Figure 1. M2 wires.
Cells faint in the background.
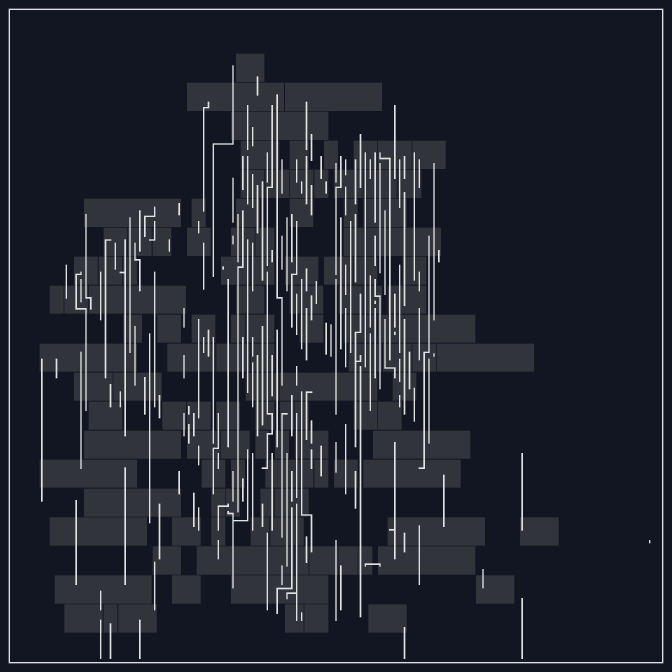
Figure 2. Routed clock nets over the placement.
Scale bar: 20 µm.
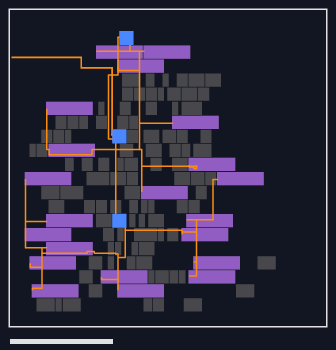
Figure 3. Placement view.
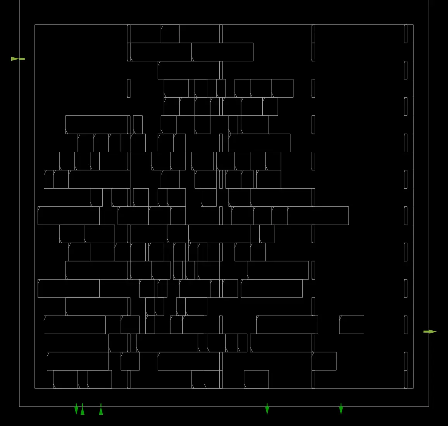
Design button_conditioner, sky130hd; sources not shown.
==> impl_metrics.py <==
# Physical implementation metrics
metrics = {
    "placed_design": {
        "gp_congestion": 0.837,
        "placed_cells": 160,
        "port_buffers": 5,
        "dp_hpwl_um": 1750,
    },
    "yosys": {
        "ff_type": "dfrtp_1",
        "yosysChipArea_mm2": 0.00114,
        "top_cell_area_share_pct": 45.9,
        "ys_cells": 117,
        "most_common_cell": "dfrtp_1",
        "enable_flop_cells": 0,
        "async_reset_ff_share_pct": 100,
        "yosysUniqueCellTypes": 36,
        "largest_area_cell": "dfrtp_1",
        "synth_area_per_cell_um2": 9.79,
        "syn_inst": 117,
        "yosys_warnings": 0,
        "synthesis.area_mm2": 0.00114,
        "synthTopCellsByCount": "dfrtp_1, a31oi_1, nand2_1",
        "fp_nets": 121,
        "ys_seq_elements": 21,
        "synth_seq_share_pct": 45.9,
        "ys_top_cells_by_area": "dfrtp_1, a31oi_1, and4_1",
    },
    "worst_setup_path": {
        "reg2reg_depth": 4,
        "cp_slowest_cell": "clkdlybuf4s50_1",
        "path_depth": 1,
        "worst-path-buf-inv": 1,
        "crit_family": "buffers and inverters",
        "crit_arrival_ps": 1520,
        "cp_cell_sequence": "clkdlybuf4s50_1",
        "cp_max_fo": 3,
        "critPathRequiredTime_ps": 1670,
        "cp-start-kind": "flip-flop",
        "critPathCaptureType": "output port",
        "r2r_slack_ps": 400,
        "crit_type": "flip-flop to output port",
        "crit_path_max_incr_delay_ps": 810,
    },
    "final_timing": {
        "hold_ws_ps": 222,
        "setup_viol": 0,
        "fmax_ghz": 0.408,
        "hold_viol": 0,
        "worstMarginPinSlew_ps": 1080,
        "period_used_pct": 94.4,
        "drv_slew": 0,
        "max_slew_margin_pct": 27.8,
        "finalSetupTns_ps": 0,
        "timing.final.crit_period_ps": 2450,
        "rsz0062_at_grt": "false",
    },
    "power_and_ir_drop": {
        "power.leakage_nw": 0.479,
        "ir_drop_mv": 0.322,
        "power_density_mw_per_mm2": 473,
    },
    "final_layout": {
        "drive_above_1_share_pct": 7.50,
        "nNetsFinal": 125,
        "largest_register_ffs": 14,
        "finish.utilization_pct": 40.4,
        "areaGrowthSynthToFinish_pct": 8.52,
        "seq_area_um2": 526,
        "diodes": 0,
        "comb_area_um2": 548,
    },
    "cts": {
        "cts_root_buf": "clkbuf_4",
        "htreeDepth": 1,
        "cts_hold_buf": 0,
        "cts_made_buffers": 3,
        "clock_path_buffers": 2,
        "cts_sinks": 21,
        "cts_tree": "done",
        "clkTransAtPathRegs_ps": 130,
        "post-cts-setup-buffer-count": 0,
        "cts_resized": 0,
    },
    "min_path": {
        "min_path_type": "flip-flop to flip-flop",
        "holdPathStages": 0,
    },
    "route": {
        "wl_per_cell_um": 14.8,
        "post-route-drc-count": 0,
        "vias_per_cell": 5.72,
        "drt_iter0_drc": 28,
        "finalWirelength_um": 2430,
        "ant_nets": 0,
        "drt-pass1-iter-count": 4,
    },
    "flow_run": {
        "warnings": 26,
        "cap_viol_max_count": 0,
    },
    "grt": {
        "grt_overflow": 0,
        "antenna_found_initial": 0,
        "grt_pass1_vias": 846,
        "grt_max_degree": 18,
        "grt_pass1_wl_um": 4060,
        "grtUsageTotal_pct": 15.0,
    },
    "floorplan": {
        "chipWidth_um": 61.2,
        "chipArea_mm2": 0.00374,
        "die_h_um": 61.2,
        "fp_util_pct": 37.2,
        "num_io_pins": 7,
    },
    "status": {
        "status": "finished clean",
    },
}
-- Figure 1 (at the start) --
longest straight run: 23.5 µm
share of all routed wire: 47%
wire length on this layer: 1130 µm
Via Count: 938
met2 Use GR: 20.8%

-- Figure 2 (at the start) --
legend:
  blue:
    item: cells driving clock nets
    count: 3
  purple:
    item: flip-flops
    count: 21
  orange:
    item: clock wires
    length: 277 µm
routed clock nets: 4
Clock Power Share: 28.4%
Clock Power: 0.167 mW
Late-Pin Clk Latency: 310 ps

-- Figure 3 (at the start) --
row cnt: 20
fill count: 303
core area: 0.00308 mm²
final std cells w/o fill: 164

[area by class of cell]
class / instances / area share (%)
Clock inverter: 1 / 0.604
Inverter: 5 / 1.51
Timing Repair Buffer: 7 / 5.24
Sequential cell: 21 / 42.3
Multi-Input combinational cell: 83 / 44.1
Tap cell: 44 / 4.43
Clock buffer: 3 / 1.81
[logic make-up after synthesis]
family                   Yosys count  synth area share, %
flip-flops                        21                 45.9
buffers and inverters             13                 6.23
AND-OR/OR-AND                     31                 18.5
XOR/XNOR                           4                 3.06
multiplexers                       1                0.874
AND/OR/NAND/NOR                   45                 24.0
other                              1                0.328
adder cells (fa/ha/maj)            1                 1.09
[placed cells by master (no fill, tap or decap), types with 5 or more instances in the layout]
cell / count
nand2_1: 8
a31oi_1: 13
nand4_1: 6
nand3_1: 6
nor2_1: 6
and4_1: 5
clkdlybuf4s50_1: 5
dfrtp_1: 21
inv_1: 5
[where the power goes]
part           switching, mW  internal (mW)
Clock                  0.108         0.0587
Sequential            0.0247          0.341
Combinational         0.0329         0.0220
[routing by layer]
metal	vias up	track usage, %	routed length (µm)
li1	459	-	-
met1	455	22.5	1200
met2	22	20.8	1130
met3	2	2.31	85
met4	0	7.45	12
met5	-	0	0
[stage by stage]
step	instance area, µm²	total power, mW	setup WS, ps
floorplan	1140	0.406	591
global placement	1210	0.425	507
detailed placement	1210	0.427	466
CTS	1240	0.599	123
global route	1240	0.625	90.0
finish	1240	0.588	147
Power and IR drop assume default switching activity.
